### Clock wiring as the flow saved it, run 1

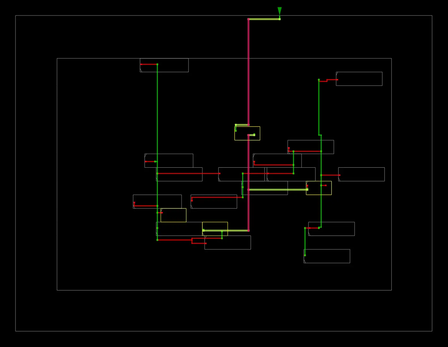
### Gate-type map, run 1

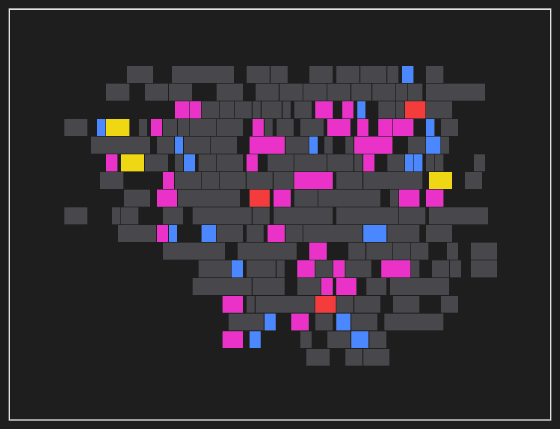
### Where the registers sit, run 1

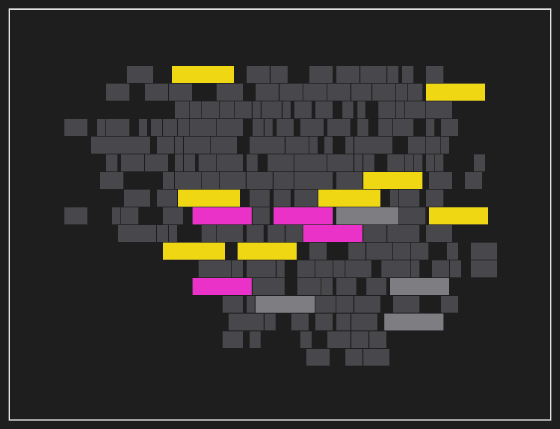
--- src/rtl/mar_ctrl_if.sv ---
// Memory-port bundle between mar_ctrl (master) and the memory (slave).
interface mar_ctrl_if #(
    parameter int ADDR_W = 8
);
    logic [ADDR_W-1:0] MAR_OUT;
    logic              MEM_REQ;
    logic              MEM_WE;
    logic              MEM_ACK;

    modport master (output MAR_OUT, MEM_REQ, MEM_WE, input MEM_ACK);
    modport slave  (input MAR_OUT, MEM_REQ, MEM_WE, output MEM_ACK);
endinterface

--- src/rtl/mar_ctrl.sv ---
// Memory address register with PC/MBR/increment source select and a
// req/ack memory handshake with timeout. MAR_CTRL_BOUND_CHK_EN adds a LIMIT check on request start.
module mar_ctrl #(
    parameter int ADDR_W   = 8,
    parameter int DATA_W   = 16,
    parameter int CON_W    = 32,
    parameter int B_LD_MBR = 8,
    parameter int B_LD_PC  = 1,
    parameter int B_INC    = 12,
    parameter int B_RD     = 13,
    parameter int B_WR     = 14,
    parameter int TMO      = 15
) (
    input  logic              CLK,
    input  logic              RST,
    input  logic [CON_W-1:0]  CON,
    input  logic [ADDR_W-1:0] PC_IN,
    input  logic [DATA_W-1:0] MBR_IN,
    mar_ctrl_if.master        mem,
    output logic              BUSY,
    output logic              DONE,
    output logic              TMO_ERR
`ifdef MAR_CTRL_BOUND_CHK_EN
    ,
    input  logic [ADDR_W-1:0] LIMIT,
    output logic              BOUND_ERR
`endif
);
    localparam int CNT_W = (TMO > 1) ? $clog2(TMO) : 1;

    typedef enum logic {IDLE, ACCESS} state_t;

    state_t            state_q, state_d;
    logic [ADDR_W-1:0] mar_q, mar_d;
    logic [CNT_W-1:0]  cnt_q, cnt_d;
    logic              we_q, we_d;
    logic              done_q, done_d;
    logic              tmo_q, tmo_d;
    logic              start;
`ifdef MAR_CTRL_BOUND_CHK_EN
    logic              bnd_q, bnd_d;
`endif

    assign start = CON[B_RD] | CON[B_WR];

    always_comb begin
        state_d = state_q;
        mar_d   = mar_q;
        cnt_d   = cnt_q;
        we_d    = we_q;
        done_d  = 1'b0;
        tmo_d   = tmo_q;
`ifdef MAR_CTRL_BOUND_CHK_EN
        bnd_d   = bnd_q;
`endif
        case (state_q)
            IDLE: begin
                if (CON[B_LD_PC])       mar_d = PC_IN;
                else if (CON[B_LD_MBR]) mar_d = MBR_IN[ADDR_W-1:0];
                else if (CON[B_INC])    mar_d = mar_q + 1'b1;
                // Request carries the address loaded on this same edge.
                if (start) begin
`ifdef MAR_CTRL_BOUND_CHK_EN
                    if (mar_d > LIMIT) bnd_d = 1'b1;
                    else
`endif
                    begin
                        state_d = ACCESS;
                        we_d    = CON[B_WR];
                        cnt_d   = '0;
                    end
                end
            end
            ACCESS: begin
                if (mem.MEM_ACK) begin
                    state_d = IDLE;
                    we_d    = 1'b0;
                    done_d  = 1'b1;
                end else if (cnt_q == CNT_W'(TMO - 1)) begin
                    state_d = IDLE;
                    we_d    = 1'b0;
                    tmo_d   = 1'b1;
                end else begin
                    cnt_d = cnt_q + 1'b1;
                end
            end
            default: state_d = IDLE;
        endcase
    end

    always_ff @(posedge CLK or posedge RST) begin
        if (RST) begin
            state_q <= IDLE;
            mar_q   <= '0;
            cnt_q   <= '0;
            we_q    <= 1'b0;
            done_q  <= 1'b0;
            tmo_q   <= 1'b0;
`ifdef MAR_CTRL_BOUND_CHK_EN
            bnd_q   <= 1'b0;
`endif
        end else begin
            state_q <= state_d;
            mar_q   <= mar_d;
            cnt_q   <= cnt_d;
            we_q    <= we_d;
            done_q  <= done_d;
            tmo_q   <= tmo_d;
`ifdef MAR_CTRL_BOUND_CHK_EN
            bnd_q   <= bnd_d;
`endif
        end
    end

    assign mem.MAR_OUT = mar_q;
    assign mem.MEM_REQ = (state_q == ACCESS);
    assign mem.MEM_WE  = we_q;
    assign BUSY        = (state_q == ACCESS);
    assign DONE        = done_q;
    assign TMO_ERR     = tmo_q;
`ifdef MAR_CTRL_BOUND_CHK_EN
    assign BOUND_ERR   = bnd_q;
`endif

    // Only a handful of CON bits and the low MBR byte are decoded here.
    logic unused_bits;
    assign unused_bits = ^{CON, MBR_IN};
endmodule

--- src/flat_wrapper.sv ---
// flat-port wrapper written by rule: the top's interface ports become plain ports
module mar_ctrl_flat 
#(
    parameter int ADDR_W   = 8,
    parameter int DATA_W   = 16,
    parameter int CON_W    = 32,
    parameter int B_LD_MBR = 8,
    parameter int B_LD_PC  = 1,
    parameter int B_INC    = 12,
    parameter int B_RD     = 13,
    parameter int B_WR     = 14,
    parameter int TMO      = 15
)
  (CLK, RST, CON, PC_IN, MBR_IN, BUSY, DONE, TMO_ERR, mem_MAR_OUT, mem_MEM_REQ, mem_MEM_WE, mem_MEM_ACK);
  mar_ctrl_if #(.ADDR_W(ADDR_W)) mem_i ();
  input  logic CLK;
  input  logic RST;
  input  logic [CON_W-1:0] CON;
  input  logic [ADDR_W-1:0] PC_IN;
  input  logic [DATA_W-1:0] MBR_IN;
  output logic BUSY;
  output logic DONE;
  output logic TMO_ERR;
  output wire logic [$bits(mem_i.MAR_OUT)-1:0] mem_MAR_OUT;
  output wire logic [$bits(mem_i.MEM_REQ)-1:0] mem_MEM_REQ;
  output wire logic [$bits(mem_i.MEM_WE)-1:0] mem_MEM_WE;
  input wire logic [$bits(mem_i.MEM_ACK)-1:0] mem_MEM_ACK;
  assign mem_MAR_OUT = mem_i.MAR_OUT;
  assign mem_MEM_REQ = mem_i.MEM_REQ;
  assign mem_MEM_WE = mem_i.MEM_WE;
  assign mem_i.MEM_ACK = mem_MEM_ACK;
  mar_ctrl #(.ADDR_W(ADDR_W), .DATA_W(DATA_W), .CON_W(CON_W), .B_LD_MBR(B_LD_MBR), .B_LD_PC(B_LD_PC), .B_INC(B_INC), .B_RD(B_RD), .B_WR(B_WR), .TMO(TMO)) u_core (.CLK(CLK), .RST(RST), .CON(CON), .PC_IN(PC_IN), .MBR_IN(MBR_IN), .mem(mem_i), .BUSY(BUSY), .DONE(DONE), .TMO_ERR(TMO_ERR));
endmodule
--- config.mk ---
export PLATFORM = sky130hd
export DESIGN_NAME = mar_ctrl_flat
export DESIGN_NICKNAME = d
export VERILOG_FILES = /design/src/rtl/mar_ctrl_if.sv /design/src/rtl/mar_ctrl.sv /design/src/flat_wrapper.sv
export SDC_FILE = /design/constraint.sdc
export NUM_CORES = 1
export LEC_CHECK = 0
export CAP_MARGIN = 25
export CORE_ASPECT_RATIO = 0.7
export CORE_MARGIN = 8
export CORE_UTILIZATION = 30
export DETAILED_ROUTE_END_ITERATION = 6
export PLACE_DENSITY = 0.78
export SETUP_SLACK_MARGIN = 0.5
export SYNTH_ARGS = -nofsm -noshare
export SYNTH_HDL_FRONTEND = slang
export SYNTH_SLANG_ARGS = --single-unit
--- constraint.sdc ---
create_clock -name CLK -period 1.3 [get_ports CLK]
set_clock_uncertainty 0.15 [all_clocks]
set_input_delay 0.13 -clock CLK [delete_from_list [all_inputs] [get_ports CLK]]
set_output_delay 0.13 -clock CLK [all_outputs]
set_load 0.01 [all_outputs]
==> run notes, run 1 <==
### Outcome
• finished, violations left — outcome
• negative setup slack — violated checks

### Drt
• 0 — DRC violation count after routing
• 16.14 um — routed wirelength normalized by instance count
• 3648 um — post-detailed-routing wire length
• 0 — number of nets still failing antenna checks after routing
• 1136 — total number of vias
• 4 — detailed-routing iteration count for the pre-antenna-repair pass
• 60 — Iter 0 DRT Violations
• 5.027 — Via-to-Cell Ratio

### Global route
• 0 — global route total overflow
• 5761 um — first-pass GRT wire length
• 0 — antenna violations before repair
• 0.1321 — overall global routing resource usage
• 1235 — number of global-route vias before repair
• 17 — pin count of the biggest net entering global routing

### Placed design
• 202 — DP Cell Count
• -0.4690 ns — worst-case setup slack after placement
• 2371 um — HPWL after detailed placement
• 0.8814 — global placement routability congestion
• 0.001539 mm^2 — Cell Area, Placed
• 36 — Port-buffer cells

### Logic synthesis
• 0.03179 — portion of netlist area occupied by mux cells
• AND-OR/OR-AND gates — top comb family, area
• 8.829 um^2 — Mean Syn Cell Area
• 34 — Unique masters post-synth
• 169 — Synthesized Nets
• 0.03974 — share of synthesized cell area in full adder, half adder and majority cells
• 0 — Yosys warning total
• 107 — number of cells in the yosys synthesis report
• 0.1735 — Post-Synth Simple-Gate Area
• 16 — register bit total from synthesis
• 107 — instance tally after logic synthesis
• 0.2424 — area fraction in compound gates after synthesis
• 0.009272 — XOR-XNOR Cells, Area Fraction
• 1.000 — asr flop ratio synth
• 944.7 um^2 — Chip Area, Yosys
• 0 — Post-synth EDFFs
• 0.4238 — sequential share of the synthesized area
• 944.7 um^2 — Synth Cell Area
• sky130_fd_sc_hd__dfrtp_1 — predominant post-synthesis flop cell

### Timing
• 0.7577 — slew margin rel.
• -0.2215 ns — worst path setup slack after routing
• true — unrepaired setup endpoints after global routing
• 16 — Final setup violation count
• 0.3627 ns — Least-Margin Pin Slew
• 0 — final hold violations
• -1.766 ns — total negative setup slack
• 1.170 — part of the cycle the worst path needs
• 0 — final count of pins violating max slew
• 657.2 MHz — upper clock frequency limit
• 1.522 ns — final critical delay including setup and external delays

### Setup path
• 1.28 ns — worst endpoint required time
• flop — kind of end point of the critical path
• flop to flop — critical path class
• 1.50 ns — critical path arrival
• flop — Worst Setup Start Kind
• 4 — critical-path maximum fanout

### Clocking
• 2 — CTS Buffer Depth
• sky130_fd_sc_hd__clkbuf_8 — CTS Root Cell
• 0.07 ns — register clock-pin slew on the reported worst setup and hold paths
• 16 — number of clock sinks
• 1 — H-tree lvl count
• 3 — CTS Buf Count
• 0.26 ns — insertion delay to the later sink of the worst-skew pair
• yes — CTS tree
• 0 — CTS hold repair buffers

### Floorplanning
• 62.95 um — vertical die dimension
• 0.005229 mm^2 — chip area
• 0.003084 mm^2 — core area
• 72 — num ports
• 17 — number of placement rows
• 0.3063 — fp util
• 83.07 um — die boundary width

### Pwr
• 1572 mW/mm^2 — pwr/cell area
• 2.923 mW — PnR Total Power
• 0.8386 nW — leakage dissipation
• 0.0005865 V — largest voltage drop on the vdd net

### Final layout
• 0.4628 — fraction of final layout cells with drive strength greater than 1
• 226 — Non-Filler Instances
• 96.82% — relative area change from synthesis to final layout
• 0 — Diodes inserted
• 0.001859 mm^2 — post-route cell area
• sky130_fd_sc_hd__buf_4 (28), sky130_fd_sc_hd__buf_6 (26), sky130_fd_sc_hd__clkdlybuf4s50_1 (21) — most frequent logic cells in the routed design
• 251 — post-layout net count

### Job
• 65 — OpenROAD warning count
• 0 — reported max-cap violation count

### Worst hold path
• primary input to asynchronous set/reset pin — hold crit path type

Notes on 'Clock wiring as the flow saved it' above:
number of clock buffers in the layout: 4
number of flip-flops and latches: 16

Notes on 'Gate-type map' above:
| family | colour | cells |
|---|---|---|
| AND-OR and OR-AND gates | red | 3 |
| NAND gates | blue | 18 |
| inverting AOI/OAI gates | magenta | 32 |
| multiplexers | yellow | 3 |
leading cell type in the layout, fill and taps excluded: sky130_fd_sc_hd__buf_4
share of the final layout cell area in multi-input gates: 0.2981

Notes on 'Where the registers sit' above:
| name in the netlist | colour | sequential cells |
|---|---|---|
| `u_core.cnt_q` | magenta | 4 |
| `u_core.mem.MAR_OUT` | yellow | 8 |
fraction of area in registers: 0.2187
sequential group power: 818 uW
Reg area: 406.6 um^2
Core Util, Final: 0.6028

## run 1: logic make-up (layout without fill, tap and decap cells)
kind of cell,count (synthesis),in the layout
XOR/XNOR,1,1
AND/OR/NAND/NOR,35,35
buffers and inverters,14,95
multiplexers,3,3
flip-flops,16,16
adder cells (fa/ha/maj),3,3
AND-OR/OR-AND,35,35
## run 1: final timing paths
path                                  startpoint                    end  slack, ns  depth (start not counted)
min in group CLK               u_core.mem.MEM_WE      u_core.mem.MEM_WE       0.36                          1
min reg2reg                    u_core.mem.MEM_WE      u_core.mem.MEM_WE       0.36                          1
max in group asynchronous                    RST  u_core.mem.MAR_OUT[2]       0.76                          3
max                        u_core.mem.MAR_OUT[0]  u_core.mem.MAR_OUT[4]      -0.22                          4
min                                          RST  u_core.mem.MAR_OUT[3]       0.03                          3
max reg2reg                u_core.mem.MAR_OUT[0]  u_core.mem.MAR_OUT[4]      -0.22                          4
## run 1: flip-flops by register name (all words and copies together) (netlist names)
signal,cells
u_core.TMO_ERR,1
u_core.mem.MEM_WE,1
u_core.DONE,1
u_core.BUSY,1
u_core.mem.MAR_OUT,8
u_core.cnt_q,4
## run 1: per-layer routing
layer  global-route usage  vias up  share of wire
met5                    0        -              0
met4              0.06987        0          0.035
met2               0.2449       26           0.54
li1                     -      548              -
met1               0.1384      549           0.39
met3              0.02344       13          0.030
## run 1: cells in the mapped netlist (all sizes together) (2+ instances only)
cell	n	area share
dfrtp	16	0.42
buf	4	0.040
o211ai	3	0.024
a22oi	2	0.016
ha	3	0.040
o31ai	3	0.024
o21ai	13	0.073
nor2b	2	0.013
clkbuf	2	0.0079
inv	8	0.032
nand3	6	0.032
nand2	9	0.036
a21oi	5	0.026
nand4	2	0.013
nor2	10	0.040
mux2i	3	0.032
## run 1: critical path, cell delays in order (launching register included)
cell and delay (ns):
sky130_fd_sc_hd__dfrtp_2 0.45, sky130_fd_sc_hd__ha_4 0.18, sky130_fd_sc_hd__and3_4 0.16, sky130_fd_sc_hd__a222oi_1 0.35, sky130_fd_sc_hd__o21ai_1 0.11
## run 1: cell type report
type / instances / area (um^2)
multi-input combinational: 77 / 554.3
inverter: 8 / 35.03
timing repair buffer: 83 / 760.7
sequential: 16 / 406.6
fill: 237 / 1225
tap: 38 / 47.55
clock buffer: 4 / 55.05
## run 1: stage by stage
step / hold slack [ns] / utilization
global placement: 0.3073 / 0.4990
floorplan: -0.1065 / -
global route: 0.05670 / 0.6028
finish: 0.03102 / 0.6028
CTS: 0.03815 / 0.5765
detailed placement: 0.3038 / 0.4990
## run 1: repair_timing
action | CTS | global route
gates resized | 93 | 12
buffers inserted | 15 | 5
setup endpoints to repair | 29 | 29
cloned | 0 | 0
pin swaps | 9 | 6
hold endpoints to repair | 0 | 0
## run 1: power by group
| group | total [mW] | switching (mW) | internal (mW) |
|---|---|---|---|
| registers | 0.818 | 0.155 | 0.662 |
| clock network | 0.459 | 0.189 | 0.269 |
| logic | 1.65 | 0.693 | 0.954 |
--- run 2 (diff from run 1) ---
- ABC_AREA: default -> 1
- CORE_UTILIZATION: 30 -> 31
- PLACE_DENSITY: 0.78 -> 0.79
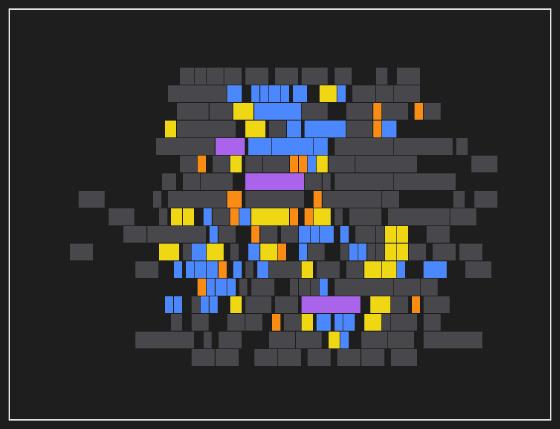
*Gate-type map, run 2*
| family | colour | cells |
|---|---|---|
| inverters | orange | 17 |
| inverting AOI/OAI gates | yellow | 25 |
| NAND gates | blue | 47 |
| adder and majority cells | purple | 3 |

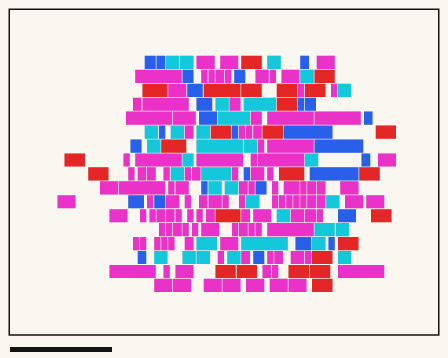
*Sizing map, run 2*
The bar under the picture is 20 um long.
| size | colour | cells | share |
|---|---|---|---|
| drive 6 and up | red | 25 | 12% |
| drive 2 | blue | 28 | 13% |
| drive 1 or less | magenta | 123 | 59% |
| drive 3 to 4 | cyan | 33 | 16% |
worst path setup slack after routing: -0.1467 ns
bufs w/o clock: 73

==> run notes, run 2 <==
### Outcome
• finished, violations left — outcome
• negative setup slack — violated checks

### Timing
• 0.3224 ns — Least-Margin Pin Slew
• -0.1467 ns — worst path setup slack after routing
• 691.2 MHz — upper clock frequency limit
• 0.7851 — slew margin rel.
• 1.113 — part of the cycle the worst path needs
• 0 — final hold violations
• 10 — Final setup violation count
• 1.447 ns — final critical delay including setup and external delays
• true — unrepaired setup endpoints after global routing
• -0.6654 ns — total negative setup slack
• 0 — final count of pins violating max slew

### Logic synthesis
• 16 — register bit total from synthesis
• sky130_fd_sc_hd__dfrtp_1 — predominant post-synthesis flop cell
• 135 — number of cells in the yosys synthesis report
• sky130_fd_sc_hd__nand2_1 (31), sky130_fd_sc_hd__nor2_1 (20), sky130_fd_sc_hd__dfrtp_1 (16) — top cells by instance count after synthesis
• 0.4046 — sequential share of the synthesized area
• sky130_fd_sc_hd__dfrtp_1 (40%), sky130_fd_sc_hd__nand2_1 (12%), sky130_fd_sc_hd__nor2_1 (7.6%) — leading post-synthesis cells by cell area
• 0 — Yosys warning total
• 7.331 um^2 — Mean Syn Cell Area
• 1.000 — asr flop ratio synth
• 25 — Unique masters post-synth
• 989.7 um^2 — Synth Cell Area
• sky130_fd_sc_hd__nand2_1 — post-synthesis cell type with the largest instance count
• 135 — instance tally after logic synthesis
• 0.4046 — Synth top area share
• 197 — Synthesized Nets
• 989.7 um^2 — Chip Area, Yosys
• sky130_fd_sc_hd__dfrtp_1 — library cell occupying the most area in the post-synthesis netlist
• 0 — Post-synth EDFFs

### Final layout
• 0.4115 — fraction of final layout cells with drive strength greater than 1
• 8 — flip-flop count of the largest register, all copies and words added
• 87.48% — relative area change from synthesis to final layout
• sky130_fd_sc_hd__nand2_1 (25), sky130_fd_sc_hd__buf_4 (25), sky130_fd_sc_hd__clkdlybuf4s50_1 (23) — most frequent logic cells in the routed design
• 272 — post-layout net count
• 0 — Diodes inserted
• 0.001856 mm^2 — post-route cell area

### Global route
• 0 — global route total overflow
• 1083 — number of global-route vias before repair
• 0 — antenna violations before repair
• 4892 um — first-pass GRT wire length
• 0.1136 — overall global routing resource usage
• 17 — pin count of the biggest net entering global routing

### Setup path
• 7 — Worst Reg2Reg Path Length in Cells
• flop to flop — critical path class
• flop — kind of end point of the critical path
• 1.33 ns — worst endpoint required time
• u_core.mem.MAR_OUT[0] — R2R Path Start
• 1.47 ns — critical path arrival
• u_core.mem.MAR_OUT[2] — Critical R2R Capture
• 3 — critical-path maximum fanout
• flop — Worst Setup Start Kind
• -0.15 ns — worst reg2reg setup slack

### Floorplanning
• 17 — number of placement rows
• 63.28 um — vertical die dimension
• 0.003105 mm^2 — core area
• 72 — num ports
• 0.005286 mm^2 — chip area
• 83.54 um — die boundary width
• 0.3187 — fp util

### Clocking
• 0 — CTS hold repair buffers
• 1 — H-tree lvl count
• 2 — CTS Buffer Depth
• sky130_fd_sc_hd__clkbuf_8 — CTS Root Cell
• 0.06 ns — register clock-pin slew on the reported worst setup and hold paths
• yes — CTS tree

### Drt
• 3240 um — post-detailed-routing wire length
• 4.709 — Via-to-Cell Ratio
• 58 — Iter 0 DRT Violations
• 13.12 um — routed wirelength normalized by instance count
• 4 — detailed-routing iteration count for the pre-antenna-repair pass
• 1163 — total number of vias
• 0 — number of nets still failing antenna checks after routing
• 0 — DRC violation count after routing

### Pwr
• 1.981 mW — cell-internal power
• 0.141 — clock group share of total power
• 1715 mW/mm^2 — pwr/cell area
• 3.182 mW — PnR Total Power
• 0.3774 — Switching Fraction
• 1.201 mW — switching power of the nets
• 0.263 — share of power burned in registers
• 0.8851 nW — leakage dissipation
• 0.0006471 V — largest voltage drop on the vdd net
• 0.596 — combinational cell fraction of total power

### Placed design
• 0.001556 mm^2 — Cell Area, Placed
• 36 — Port-buffer cells
• 2303 um — HPWL after detailed placement
• 0.8655 — global placement routability congestion

### Job
• 0 — reported max-cap violation count
• 65 — OpenROAD warning count

### Worst hold path
• primary input to asynchronous set/reset pin — hold crit path type

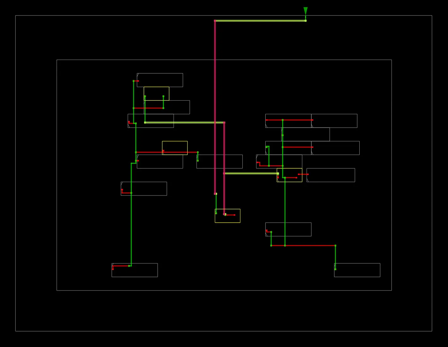
*Clock wiring as the flow saved it, run 2*
CTS Buf Count: 3
power drawn by the clock network: 449 uW
insertion delay to the later sink of the worst-skew pair: 0.25 ns
number of clock sinks: 16

run 2: cell types whose count changed in the layout (fill, tap and decap cells not counted), moves of 4 or more:
cell	delta
sky130_fd_sc_hd__nor2_1	+7
sky130_fd_sc_hd__nand3_1	+4
sky130_fd_sc_hd__a21oi_1	+5
sky130_fd_sc_hd__nand2_1	+17
sky130_fd_sc_hd__inv_2	+6
sky130_fd_sc_hd__nand2_2	+5
sky130_fd_sc_hd__buf_6	-6
run 2: critical path: stages (launching register included):
cell and delay, ns:
sky130_fd_sc_hd__dfrtp_1 0.39, sky130_fd_sc_hd__buf_6 0.13, sky130_fd_sc_hd__ha_4 0.15, sky130_fd_sc_hd__nand2_2 0.07, sky130_fd_sc_hd__inv_2 0.05, sky130_fd_sc_hd__o21ai_1 0.15
sky130_fd_sc_hd__o211ai_1 0.10, sky130_fd_sc_hd__a21oi_1 0.16
run 2: per-stage QoR:
stage                     setup slack, ns  hold WS [ns]  utilization  cells
after detailed placement          -0.2210        0.3139       0.5012    226
after CTS                        -0.08872       0.03565       0.5657    242
after floorplan                  -0.02216       -0.1065            -    135
after global placement            -0.1682        0.3079       0.5012    226
after global routing              -0.2070       0.07058       0.5975    247
final                             -0.1467       0.02849       0.5975    247
run 2: kinds of logic after synthesis:
family	after synthesis	share of synthesized area
AND-OR/OR-AND	26	0.1656
XOR/XNOR	1	0.008851
adder cells (fa/ha/maj)	3	0.03793
flip-flops	16	0.4045
buffers and inverters	20	0.08849
AND/OR/NAND/NOR	69	0.2946
run 2: power groups by stage:
stage	sequential, mW	combinational (mW)	clock [mW]
detailed placement	0.849	1.33	0
CTS	0.830	1.64	0.460
global route	0.853	2.06	0.484
finish	0.836	1.90	0.449
floorplan	0.924	0.564	0
global placement	0.843	1.31	0
run 2: area by class of cell:
class / count / area, um^2
Tap cell: 38 / 47.55
Inverter: 17 / 66.31
Clock buffer: 4 / 55.05
Fill cell: 247 / 1250
Multi-Input combinational cell: 99 / 614.3
Sequential cell: 16 / 404.1
Timing Repair Buffer: 73 / 668.1
run 2: metal layers:
layer | GRT usage | up-vias | share of wire
li1 | - | 590 | -
met1 | 0.1352 | 529 | 0.44
met3 | 0.04621 | 9 | 0.079
met4 | 0.06009 | 0 | 0.028
met5 | 0 | - | 0
met2 | 0.1713 | 35 | 0.45
run 2: worst max path at each step:
stage / slack, ns / startpoint / depth (start not counted) / end
after floorplan: -0.02 / u_core.mem.MAR_OUT[1] / 7 / u_core.mem.MAR_OUT[6]
after global placement: -0.17 / CON[8] / 6 / u_core.mem.MAR_OUT[1]
after detailed placement: -0.22 / CON[8] / 6 / u_core.mem.MAR_OUT[1]
after CTS: -0.09 / u_core.mem.MAR_OUT[1] / 7 / u_core.mem.MAR_OUT[2]
after global routing: -0.21 / u_core.mem.MAR_OUT[0] / 7 / u_core.mem.MAR_OUT[2]
final: -0.15 / u_core.mem.MAR_OUT[0] / 7 / u_core.mem.MAR_OUT[2]
run 2: timing repair:
item,CTS,global route
pin swaps,12,8
setup buffers,12,5
setup endpoints to repair,29,29
gates resized,82,17
gates cloned,0,0
--- run 3 (diff from run 2) ---
- SLEW_MARGIN: default -> 15
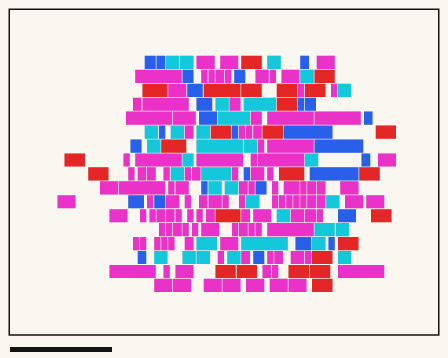
*Sizing map, run 3*
The bar under the picture is 20 um long.
| size | colour | cells | share |
|---|---|---|---|
| drive 2 | blue | 28 | 13% |
| drive 6 and up | red | 25 | 12% |
| drive 1 or less | magenta | 123 | 59% |
| drive 3 to 4 | cyan | 33 | 16% |

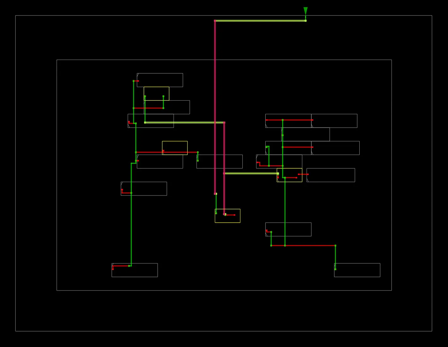
*Clock wiring as the flow saved it, run 3*

==> run notes, run 3 <==
### Clocking
• 1 — H-tree lvl count
• yes — CTS tree
• 2 — CTS Buffer Depth
• 0.06 ns — register clock-pin slew on the reported worst setup and hold paths
• 16 — number of clock sinks
• 3 — CTS Buf Count
• sky130_fd_sc_hd__clkbuf_8 — CTS Root Cell
• 0.25 ns — insertion delay to the later sink of the worst-skew pair

### Timing
• true — unrepaired setup endpoints after global routing
• 0.3224 ns — Least-Margin Pin Slew
• -0.6654 ns — total negative setup slack
• 691.2 MHz — upper clock frequency limit
• 1.447 ns — final critical delay including setup and external delays
• 0 — final hold violations
• 0.7851 — slew margin rel.
• 10 — Final setup violation count
• -0.1467 ns — worst path setup slack after routing
• 0 — final count of pins violating max slew
• 1.113 — part of the cycle the worst path needs

### Setup path
• flop — kind of end point of the critical path
• 1.33 ns — worst endpoint required time
• 3 — critical-path maximum fanout
• 1.47 ns — critical path arrival
• flop — Worst Setup Start Kind
• flop to flop — critical path class

### Drt
• 58 — Iter 0 DRT Violations
• 1163 — total number of vias
• 0 — number of nets still failing antenna checks after routing
• 4 — detailed-routing iteration count for the pre-antenna-repair pass
• 4.709 — Via-to-Cell Ratio
• 3240 um — post-detailed-routing wire length
• 0 — DRC violation count after routing
• 13.12 um — routed wirelength normalized by instance count

### Logic synthesis
• 25 — Unique masters post-synth
• sky130_fd_sc_hd__dfrtp_1 (40%), sky130_fd_sc_hd__nand2_1 (12%), sky130_fd_sc_hd__nor2_1 (7.6%) — leading post-synthesis cells by cell area
• 197 — Synthesized Nets
• 135 — instance tally after logic synthesis
• sky130_fd_sc_hd__nand2_1 — post-synthesis cell type with the largest instance count
• sky130_fd_sc_hd__dfrtp_1 — predominant post-synthesis flop cell
• 0 — Yosys warning total
• 16 — register bit total from synthesis
• sky130_fd_sc_hd__dfrtp_1 — library cell occupying the most area in the post-synthesis netlist
• 989.7 um^2 — Chip Area, Yosys
• 989.7 um^2 — Synth Cell Area
• 0.4046 — Synth top area share
• 135 — number of cells in the yosys synthesis report
• 0.4046 — sequential share of the synthesized area
• sky130_fd_sc_hd__nand2_1 (31), sky130_fd_sc_hd__nor2_1 (20), sky130_fd_sc_hd__dfrtp_1 (16) — top cells by instance count after synthesis
• 7.331 um^2 — Mean Syn Cell Area
• 1.000 — asr flop ratio synth
• 0 — Post-synth EDFFs

### Job
• 0 — reported max-cap violation count
• 65 — OpenROAD warning count

### Pwr
• 1715 mW/mm^2 — pwr/cell area
• 0.8851 nW — leakage dissipation
• 0.0006471 V — largest voltage drop on the vdd net

### Floorplanning
• 72 — num ports
• 83.54 um — die boundary width
• 0.003105 mm^2 — core area
• 0.005286 mm^2 — chip area
• 0.3187 — fp util
• 17 — number of placement rows
• 63.28 um — vertical die dimension

### Worst hold path
• primary input to asynchronous set/reset pin — hold crit path type

### Final layout
• sky130_fd_sc_hd__nand2_1 (25), sky130_fd_sc_hd__buf_4 (25), sky130_fd_sc_hd__clkdlybuf4s50_1 (23) — most frequent logic cells in the routed design
• 0 — Diodes inserted
• 87.48% — relative area change from synthesis to final layout
• 8 — flip-flop count of the largest register, all copies and words added
• 272 — post-layout net count
• 0.4115 — fraction of final layout cells with drive strength greater than 1
• 0.5975 — Core Util, Final

### Global route
• 1083 — number of global-route vias before repair
• 4892 um — first-pass GRT wire length
• 0.1136 — overall global routing resource usage
• 17 — pin count of the biggest net entering global routing
• 0 — antenna violations before repair
• 0 — global route total overflow

### Outcome
• finished, violations left — outcome
• negative setup slack — violated checks

### Placed design
• 2303 um — HPWL after detailed placement
• 36 — Port-buffer cells
• 0.8655 — global placement routability congestion

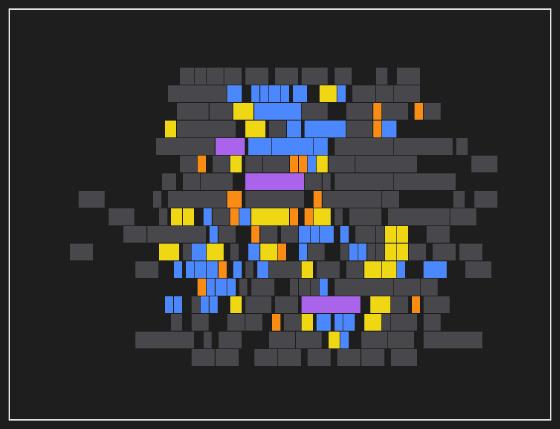
*Gate-type map, run 3*
| family | colour | cells |
|---|---|---|
| inverting AOI/OAI gates | yellow | 25 |
| inverters | orange | 17 |
| adder and majority cells | purple | 3 |
| NAND gates | blue | 47 |
Non-Filler Instances: 247
share of the final layout cell area in multi-input gates: 0.3311

## run 3: power by group
group          internal, mW  leakage (nW)  switching (mW)  total, mW
clock network         0.269        0.0288           0.180      0.449
logic                  1.04         0.663           0.858       1.90
registers             0.673         0.193           0.163      0.836
## run 3: area by class of cell
cell class,count,area [um^2]
sequential,16,404.1
timing repair buffer,73,668.1
clock buffer,4,55.05
inverter,17,66.31
fill,247,1250
tap,38,47.55
multi-input combinational,99,614.3
## run 3: cell families (layout without fill, tap and decap cells)
logic type | Yosys count | after routing | synth area share
AND/OR/NAND/NOR | 69 | 69 | 0.2946
AND-OR/OR-AND | 26 | 26 | 0.1656
buffers and inverters | 20 | 94 | 0.08849
flip-flops | 16 | 16 | 0.4045
adder cells (fa/ha/maj) | 3 | 3 | 0.03793
XOR/XNOR | 1 | 1 | 0.008851
## run 3: metal layers
metal / track usage / up-vias / wire (um)
met2: 0.1713 / 35 / 1452
li1: - / 590 / -
met5: 0 / - / 0
met3: 0.04621 / 9 / 255
met4: 0.06009 / 0 / 91
met1: 0.1352 / 529 / 1439
## run 3: final timing paths
path,from,to,slack (ns),cells after the start
max,u_core.mem.MAR_OUT[0],u_core.mem.MAR_OUT[2],-0.15,7
min in group CLK,mem_MEM_ACK,u_core.DONE,0.29,3
max reg2reg,u_core.mem.MAR_OUT[0],u_core.mem.MAR_OUT[2],-0.15,7
max in group asynchronous,RST,u_core.mem.MAR_OUT[3],0.78,3
min reg2reg,u_core.mem.MAR_OUT[7],u_core.mem.MAR_OUT[7],0.43,3
min,RST,u_core.DONE,0.03,3
## run 3: worst max-delay path, stage by stage, from the launching register on
cell                       delay, ns
sky130_fd_sc_hd__dfrtp_1        0.39
sky130_fd_sc_hd__buf_6          0.13
sky130_fd_sc_hd__ha_4           0.15
sky130_fd_sc_hd__nand2_2        0.07
sky130_fd_sc_hd__inv_2          0.05
sky130_fd_sc_hd__o21ai_1        0.15
sky130_fd_sc_hd__o211ai_1       0.10
sky130_fd_sc_hd__a21oi_1        0.16
## run 3: what timing repair did
| item | 4_1_cts | 5_1_grt |
|---|---|---|
| buffers inserted | 12 | 5 |
| resized | 82 | 17 |
| setup endpoints to repair | 29 | 29 |
| pin swaps | 12 | 8 |
| hold buffers | 0 | 0 |
## run 3: through the flow
| stage | std cells | hold WS (ns) | setup WS, ns | total power, mW | cell area, um^2 |
|---|---|---|---|---|---|
| 3_5_place_dp | 226 | 0.3139 | -0.2210 | 2.184 | 1556 |
| 6_report | 247 | 0.02849 | -0.1467 | 3.182 | 1856 |
| 2_1_floorplan | 135 | -0.1065 | -0.02216 | 1.487 | 1026 |
| 4_1_cts | 242 | 0.03565 | -0.08872 | 2.929 | 1757 |
| 3_3_place_gp | 226 | 0.3079 | -0.1682 | 2.156 | 1556 |
| 5_1_grt | 247 | 0.07058 | -0.2070 | 3.394 | 1856 |

==> notes/layouts.md <==
Pictures saved along the way, in no particular order.

Clock wires, drivers and flops.
The bar under the picture is 20 um long.
shot_01.png
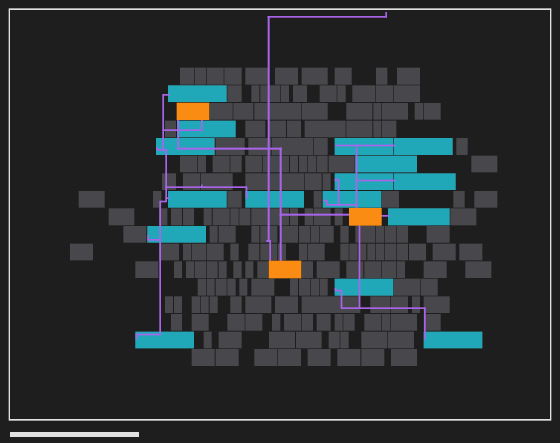
shot_02.png
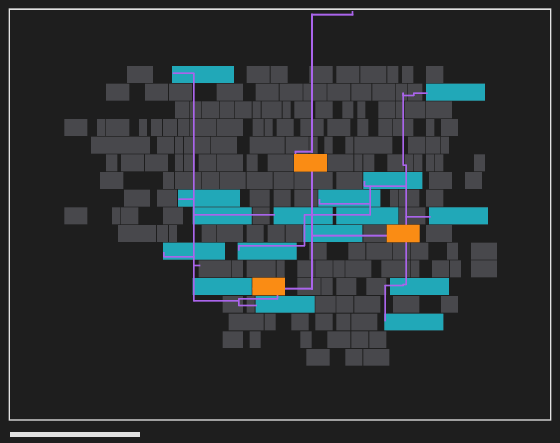
shot_02.png comes from run 1.
shot_01.png comes from run 3.

Key to shot_02.png:
[clock wires] purple | length: 244 um
[flip-flops] cyan | count: 16
[cells driving clock nets] orange | count: 3
routed clock nets: 4

Power and IR drop assume default switching activity.
